===== config.mk =====
export PLATFORM = sky130hd
export DESIGN_NAME = uart_rx_unit
export DESIGN_NICKNAME = d
export VERILOG_FILES = /design/src/rtl/uart_rx_unit.sv
export SDC_FILE = /design/constraint.sdc
export NUM_CORES = 1
export LEC_CHECK = 0
export CAP_MARGIN = 20
export CORE_ASPECT_RATIO = 2
export CORE_MARGIN = 4
export CORE_UTILIZATION = 53
export CTS_CLUSTER_DIAMETER = 200
export DETAILED_ROUTE_END_ITERATION = 10
export PLACE_DENSITY = 0.78
export SLEW_MARGIN = 40
export SYNTH_ARGS = -nofsm -noshare
export SYNTH_HDL_FRONTEND = slang
export SYNTH_SLANG_ARGS = --single-unit

===== constraint.sdc =====
create_clock -name clk -period 3.2 [get_ports clk]
set_input_delay 0.64 -clock clk [delete_from_list [all_inputs] [get_ports clk]]
set_output_delay 0.64 -clock clk [all_outputs]
set_load 0.05 [all_outputs]

===== src/rtl/uart_rx_unit.sv =====
// Serial receive front end: mod-M baud tick generator plus 16x oversampling 8N1 receiver.
// Optional build macro UART_RX_SYNC_EN adds a 2-flop synchroniser on rx before the FSM.
module uart_rx_unit #(
  parameter int unsigned NB      = 8,
  parameter int unsigned M       = 2,
  parameter int unsigned DBIT    = 8,
  parameter int unsigned SB_TICK = 16
) (
  input  logic          clk,
  input  logic          reset,
  input  logic          rx,
  output logic          s_tick,
  output logic [NB-1:0] q,
  output logic          rx_done_tick,
  output logic [7:0]    dout
);

  localparam int unsigned SW = (SB_TICK > 16) ? $clog2(SB_TICK) : 4;
  localparam int unsigned NW = (DBIT > 1) ? $clog2(DBIT) : 1;

  typedef enum logic [1:0] {StIdle, StStart, StData, StStop} state_e;

  logic [NB-1:0] cnt_q, cnt_d;
  logic          rx_in;
  state_e        state_q, state_d;
  logic [SW-1:0] s_q, s_d;
  logic [NW-1:0] n_q, n_d;
  logic [7:0]    b_q, b_d;
  logic [7:0]    dout_q;
  logic          done;

  // Baud tick generator
  assign cnt_d  = (cnt_q == NB'(M - 1)) ? '0 : cnt_q + NB'(1);
  assign s_tick = (cnt_q == NB'(M - 1));
  assign q      = cnt_q;

  always_ff @(posedge clk) begin
    if (reset) begin
      cnt_q <= '0;
    end else begin
      cnt_q <= cnt_d;
    end
  end

`ifdef UART_RX_SYNC_EN
  logic [1:0] sync_q;

  always_ff @(posedge clk) begin
    if (reset) begin
      sync_q <= 2'b11;
    end else begin
      sync_q <= {sync_q[0], rx};
    end
  end

  assign rx_in = sync_q[1];
`else
  assign rx_in = rx;
`endif

  always_comb begin
    state_d = state_q;
    s_d     = s_q;
    n_d     = n_q;
    b_d     = b_q;
    done    = 1'b0;
    unique case (state_q)
      StIdle: begin
        if (!rx_in) begin
          state_d = StStart;
          s_d     = '0;
        end
      end
      StStart: begin
        if (s_tick) begin
          // Mid start bit: a high line here means the falling edge was a glitch
          if (s_q == SW'(7)) begin
            if (!rx_in) begin
              state_d = StData;
              s_d     = '0;
              n_d     = '0;
            end else begin
              state_d = StIdle;
            end
          end else begin
            s_d = s_q + SW'(1);
          end
        end
      end
      StData: begin
        if (s_tick) begin
          if (s_q == SW'(15)) begin
            s_d = '0;
            b_d = {rx_in, b_q[7:1]};
            if (n_q == NW'(DBIT - 1)) begin
              state_d = StStop;
            end else begin
              n_d = n_q + NW'(1);
            end
          end else begin
            s_d = s_q + SW'(1);
          end
        end
      end
      StStop: begin
        if (s_tick) begin
          if (s_q == SW'(SB_TICK - 1)) begin
            state_d = StIdle;
            done    = 1'b1;
          end else begin
            s_d = s_q + SW'(1);
          end
        end
      end
    endcase
  end

  always_ff @(posedge clk) begin
    if (reset) begin
      state_q <= StIdle;
      s_q     <= '0;
      n_q     <= '0;
      b_q     <= '0;
      dout_q  <= '0;
    end else begin
      state_q <= state_d;
      s_q     <= s_d;
      n_q     <= n_d;
      b_q     <= b_d;
      if (done) begin
        dout_q <= b_q;
      end
    end
  end

  // The completed byte is forwarded during the strobe cycle so dout is valid with rx_done_tick
  assign rx_done_tick = done & ~reset;
  assign dout         = rx_done_tick ? b_q : dout_q;

endmodule


### Congestion heat map, run 1

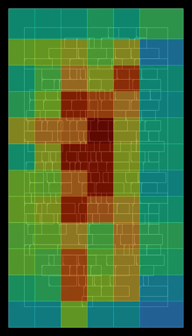
M2 GR Usage: 0.332
met1 usage: 0.218

### Wiring heat map, run 1

9 x 17 tiles, from white (low) to dark blue (high), scaled to the fullest tile. Values are wire area over tile area, all layers added.
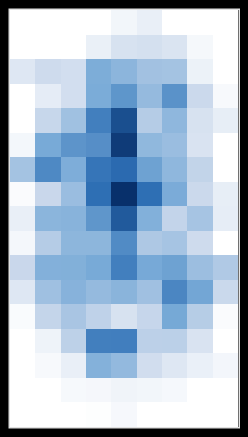
emptiest ninth of the die: lower left
nearly empty tiles: 21%
mean over tiles: 0.14
densest ninth of the die: center
tiles over half the peak: 18%
fullest tile: 0.53
Vias: 1,293
Tot GR Track Use: 0.200
Post-Route WL: 3.48 mm

### The metal 1 layer, run 1

Bar = 10 um.
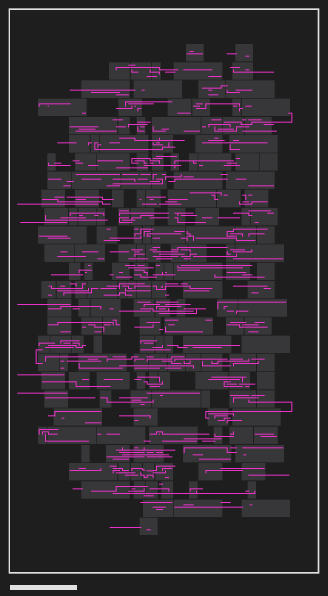
share of all routed wire: 38%
longest straight run: 21.2 um
main direction: horizontal
wire length on this layer: 1,320 um

### Zoomed window, run 1

Bar = 5 um. Window x 24 to 44, y 53 to 73 um. Cells in gray, sequential cells in the stronger gray; small squares are vias.
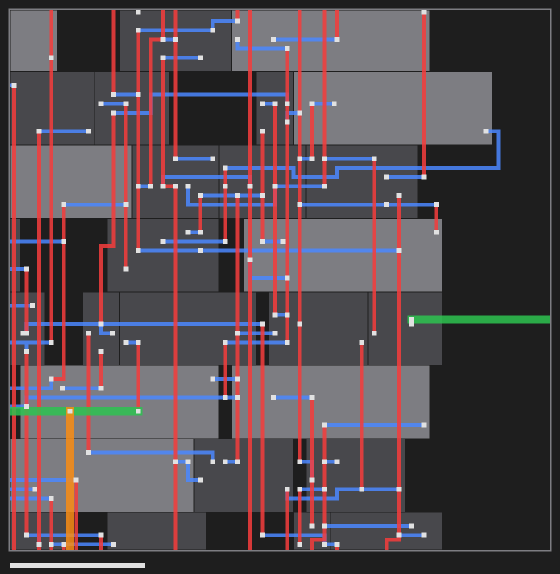
| layer | color |
|---|---|
| M3 | green |
| M2 | red |
| M1 | blue |
| M4 | orange |
most frequent: dfxtp_1 (7), mux2_2 (4), mux2i_1 (4)
cells with their middle in the window: 26
netlist names of flops here include: `b_q` (4), `dout_q` (2)
sequential cells in the window: 7

==> results_slide.txt, run 1 <==
Flow Results at a Glance

Power
  • Max VDD drop: 0.324 mV
  • Leak: 0.813 nW
  • PD cells: 446 nW/um^2
  • Power Total: 0.826 mW

Placement
  • Area post-placement: 1740 um^2
  • Routability cong.: 0.846
  • Port Buffer Count: 20
  • Placed Instances: 203
  • Post-DP HPWL: 2.58 mm
  • DP Worst Slack: 0.359 ns

Critical path
  • R2R cell count: 6
  • CP Data Required Time: 2.56 ns
  • CP Data Arrival Time: 2.30 ns
  • Delay of the slowest critical-path stage: 0.38 ns
  • Setup CP Type: register to primary output
  • Worst-path fanout max: 11
  • Critical path, cell by cell: ha_1, and2_1, nand4_1, nor3_4, buf_12, mux2_2, buf_4
  • Worst setup EP type: primary output
  • CP startpoint kind: register

Floorplanning
  • Die area: 3850 um^2
  • Die height: 83.9 um
  • Die outline width: 46.0 um
  • FP Rows: 27
  • CORE AREA: 2770 um^2
  • Initial cell density of the core: 0.551

Timing
  • Max-slew violation count: 0
  • Final hold violations: 0
  • RSZ-0062 raised after global routing: no
  • Fmax: 340 MHz
  • PnR worst setup slack: 0.263 ns
  • Clock skew: 0.00650 ns
  • Final period utilization: 0.918
  • Slew @ Worst Pin: 0.519 ns
  • Relative slew slack: 0.651
  • # setup viols final: 0
  • Hold_ws: 0.477 ns
  • Fin Setup TNS: 0 ns
  • Final Critical Period: 2.94 ns

Clock tree
  • Clock Pin Slew Worst Setup and Hold Paths: 0.07 ns
  • CTS sink cnt: 33
  • Latest clock arrival within the worst-skew pair: 0.28 ns
  • TritonCTS Buffers: 5
  • Clock Tree Buf Depth: 2
  • Hold-fix buffers, CTS: 0

Run status
  • Outcome: finished, final reports clean

Synthesis
  • Synthesized registers: 33
  • EDFF count, synth: 0
  • Ys cells: 157
  • Most used flip-flop cell: dfxtp_1
  • Synthesis area per yosys: 1530 um^2
  • Post-synth seq share: 0.433
  • FFs w/ async S/R, synth: 0
  • Post-synthesis net count: 165
  • Synth cell types: 37
  • Mean Syn Cell Area: 9.72 um^2
  • Mapped Area: 1530 um^2
  • Yosys warnings: 0

Global route
  • First-pass GRT wire length: 5.78 mm
  • GRT Max-Usage Layer: met2
  • Pin count of the biggest net entering global routing: 18
  • Via count of the first global-routing pass: 1,327
  • Initial antenna violation count: 0
  • Grt total ovfl: 0

Cells and area
  • Non-filler instance count after layout: 212
  • Design area: 1850 um^2
  • Top cell excl fill/tap: dfxtp_1
  • Most frequent cells in the layout: 33 x dfxtp_1, 21 x nor2_1, 13 x buf_4
  • Antenna cells: 0
  • Layout Nets: 190
  • Area Overhead vs Synth: 21.2%

Flow run
  • Max-cap violation count: 0
  • Log Warnings: 27

Detailed routing
  • Via/cell ratio: 6.10
  • Initial DRC count: 59
  • # DRC: 0
  • WL/cell: 16.4 um
  • DR pass1 iterations: 5

Min path
  • Hold Crit Class: register to register
  • Min-Delay Path Depth: 1
==> run 1: registers in the layout, summed over array words and instances, names as in the netlist, named ones only <==
name	flops
dout_q	8
state_q	1
n_q	3
q	8
s_q	4
b_q	8
==> run 1: metal layers <==
metal	share of wire	routed length, um	vias up
li1	-	-	619
met1	0.38	1320	629
met2	0.55	1910	36
met3	0.050	173	9
met4	0.023	80	0
met5	0	0	-
==> run 1: cells in the mapped netlist, types with 2 or more instances <==
cell / number / area [um^2]
a21oi_1: 4 / 20.0
nand3_1: 7 / 35.0
clkbuf_1: 5 / 18.8
nand4_1: 4 / 25.0
o21a_1: 2 / 15.0
mux2i_1: 8 / 80.1
nor2_1: 21 / 78.8
o21ai_0: 3 / 15.0
dfxtp_1: 33 / 661
xor2_1: 5 / 43.8
or4b_1: 2 / 20.0
ha_1: 5 / 62.6
a22o_1: 9 / 78.8
and2_1: 2 / 12.5
nand2_1: 6 / 22.5
inv_1: 5 / 18.8
nor3b_1: 2 / 15.0
mux2_2: 8 / 90.1
xnor2_1: 3 / 26.3
or4_1: 4 / 30.0
and3_1: 3 / 18.8
==> run 1: what timing repair did <==
| item | 4_1_cts | 5_1_grt |
|---|---|---|
| gates resized | 0 | 1 |
| setup endpoints to repair | 0 | 8 |
| setup buffers | 0 | 1 |
==> run 1: critical path: cells and delay by family (launching register included) <==
family / cells / cell delay [ns]
adders and majority gates: 1 / 0.25
buffers and inverters: 2 / 0.35
muxes: 1 / 0.33
DFF: 1 / 0.38
and+or+nand+nor: 3 / 0.71
==> run 1: area by class of cell <==
cell class | count | area, um^2
multi-input combinational | 112 | 815
clock inverter | 2 | 10.0
tap | 29 | 36.3
inverter | 5 | 18.8
clock buffer | 6 | 72.6
sequential | 33 | 661
fill | 230 | 920
timing repair buffer | 25 | 238
==> run 1: power by group <==
group	total (mW)	switching, mW	internal [mW]	leakage (nW)
combinational	0.104	0.0701	0.0341	0.501
sequential	0.426	0.00819	0.418	0.267
clock	0.296	0.145	0.150	0.0450
total	0.826	0.224	0.602	0.813
==> run 1: worst paths after layout <==
check | startpoint | slack [ns] | to
hold reg to reg | dout_q[5]$_SDFFE_PP0N_ | 0.48 | dout_q[5]$_SDFFE_PP0N_
setup / recovery | s_q[0]$_SDFFE_PP0P_ | 0.26 | dout[0]
hold / removal | dout_q[5]$_SDFFE_PP0N_ | 0.48 | dout_q[5]$_SDFFE_PP0N_
setup reg to reg | q[1]$_SDFF_PP0_ | 0.98 | b_q[7]$_SDFFE_PP0P_
==> run 1: cell families (layout without fill, tap and decap cells) <==
group,count (synthesis),in the layout,share of synthesized area
AOI/OAI and AO/OA,26,26,0.127
xor gates and xnor gates,8,8,0.0459
and+or+nand+nor,57,57,0.205
muxes,16,16,0.111
buffers and inverters,12,38,0.0369
adders and majority gates,5,5,0.0410
DFF,33,33,0.433
## Run 2: what changed since run 1
--- a/config.mk
+++ b/config.mk
@@ -5,7 +5,6 @@
 export SDC_FILE = /design/constraint.sdc
 export NUM_CORES = 1
 export LEC_CHECK = 0
-export CAP_MARGIN = 20
 export CORE_ASPECT_RATIO = 2
 export CORE_MARGIN = 4
 export CORE_UTILIZATION = 53
==> run 2 against run 1 <==
  * Total power did not move
  * Hold slack unchanged
  * Combinational power about the same
  * Via count is the same
  * Die area is the same
  * Critical path depth stayed put
  * Sequential share of layout area did not move
  * Clock skew did not move
  * Global-route usage did not move
  * First-iteration DRC count unchanged
  * Utilization unchanged
  * Critical endpoint unchanged
  * Highest routed layer unchanged
==> results_slide.txt, run 2 <==
Flow Results at a Glance

Flow run
  • Log Warnings: 27
  • Max-cap violation count: 0

Floorplanning
  • FP Rows: 27
  • Initial cell density of the core: 0.551
  • Die height: 83.9 um

Timing
  • Slew @ Worst Pin: 0.519 ns
  • Clock skew: 0.00650 ns
  • Final Critical Period: 2.94 ns
  • Final period utilization: 0.918
  • Fmax: 340 MHz

Power
  • Psw: 0.224 mW
  • Comb pwr share: 0.126
  • Leak: 0.813 nW
  • Clk pwr share: 0.358
  • Power Total: 0.826 mW

Clock tree
  • CTS sink cnt: 33
  • Clock Tree Buf Depth: 2
  • Clock Pin Slew Worst Setup and Hold Paths: 0.07 ns

Placement
  • DP Worst Slack: 0.359 ns
  • Routability cong.: 0.846

Critical path
  • CP startpoint kind: register
  • CP Data Arrival Time: 2.30 ns

Synthesis
  • Commonest cells in the netlist: 33 x dfxtp_1, 21 x nor2_1, 9 x a22o_1, 8 x mux2_2, 8 x mux2i_1
  • Post-synthesis net count: 165
  • Mapped Area: 1530 um^2
  • Top cells, area: dfxtp_1 43%, mux2_2 5.9%, mux2i_1 5.2%
  • Post-synth seq share: 0.433
  • Synth cell types: 37

Detailed routing
  • # DRC: 0
  • Vias: 1,293
  • Via/cell ratio: 6.10

Cells and area
  • Antenna cells: 0
  • Area Overhead vs Synth: 21.2%

Global route
  • Via count of the first global-routing pass: 1,327
  • Tot GR Track Use: 0.200

Run status
  • Outcome: finished, final reports clean
## run 2: cell counts after synthesis
No cell type changed its count.
## run 2: final cells by class
class                   instances  area [um^2]  area share
clock inverters                 2         10.0     0.00541
flip-flops and latches         33          661       0.357
multi-input cells             112          815       0.440
clock buffers                   6         72.6      0.0392
repair buffers                 25          238       0.128
inverters                       5         18.8      0.0101
well taps                      29         36.3      0.0196
## run 2: path summary, 6_finish.rpt
path / slack [ns] / from / endpoint / depth (start not counted)
setup / recovery: 0.26 / s_q[0]$_SDFFE_PP0P_ / dout[0] / 7
hold / removal: 0.48 / dout_q[5]$_SDFFE_PP0N_ / dout_q[5]$_SDFFE_PP0N_ / 1
setup reg to reg: 0.98 / q[1]$_SDFF_PP0_ / b_q[7]$_SDFFE_PP0P_ / 6
hold reg to reg: 0.48 / dout_q[5]$_SDFFE_PP0N_ / dout_q[5]$_SDFFE_PP0N_ / 1
## run 2: repair_timing
action | in CTS | in global routing
endpoints found under the setup margin | 0 | 8
gates resized | 0 | 1
setup buffers | 0 | 1
## run 2: metrics by stage
stage | area [um^2] | hold slack, ns | util | std cells
2_1_floorplan | 1530 | 0.439 | - | 157
4_1_cts | 1830 | 0.477 | 0.659 | 211
6_report | 1850 | 0.477 | 0.668 | 212
3_3_place_gp | 1740 | 0.453 | 0.629 | 203
3_5_place_dp | 1740 | 0.453 | 0.629 | 203
5_1_grt | 1850 | 0.502 | 0.668 | 212
## run 2: logic make-up (layout without fill, tap and decap cells)
logic type	count (synthesis)	in the layout	share of synthesized area
flip-flops	33	33	0.433
AND/OR/NAND/NOR	57	57	0.205
AND-OR/OR-AND	26	26	0.127
multiplexers	16	16	0.111
adder cells (fa/ha/maj)	5	5	0.0410
XOR/XNOR	8	8	0.0459
buffers and inverters	12	38	0.0369
## run 2: power groups by stage
stage          registers, mW  clock network [mW]  logic (mW)
6_report               0.426               0.296       0.104
3_5_place_dp           0.435                   0       0.103
3_3_place_gp           0.434                   0      0.0994
4_1_cts                0.426               0.300       0.103
2_1_floorplan          0.452                   0      0.0504
5_1_grt                0.426               0.321       0.113
## run 2: layer usage
layer,global-route usage,vias to the layer above,part of all wire
met5,0,-,0
met4,0.0881,0,0.023
met3,0.0626,9,0.050
met2,0.332,36,0.55
met1,0.218,629,0.38
li1,-,619,-
### Congestion heat map, run 2

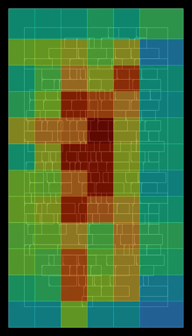
WL/cell: 16.4 um
Final Core Density: 0.668
GRT Max-Usage Layer: met2
met3 Usage GRT: 0.0626

Power and IR drop assume default switching activity.
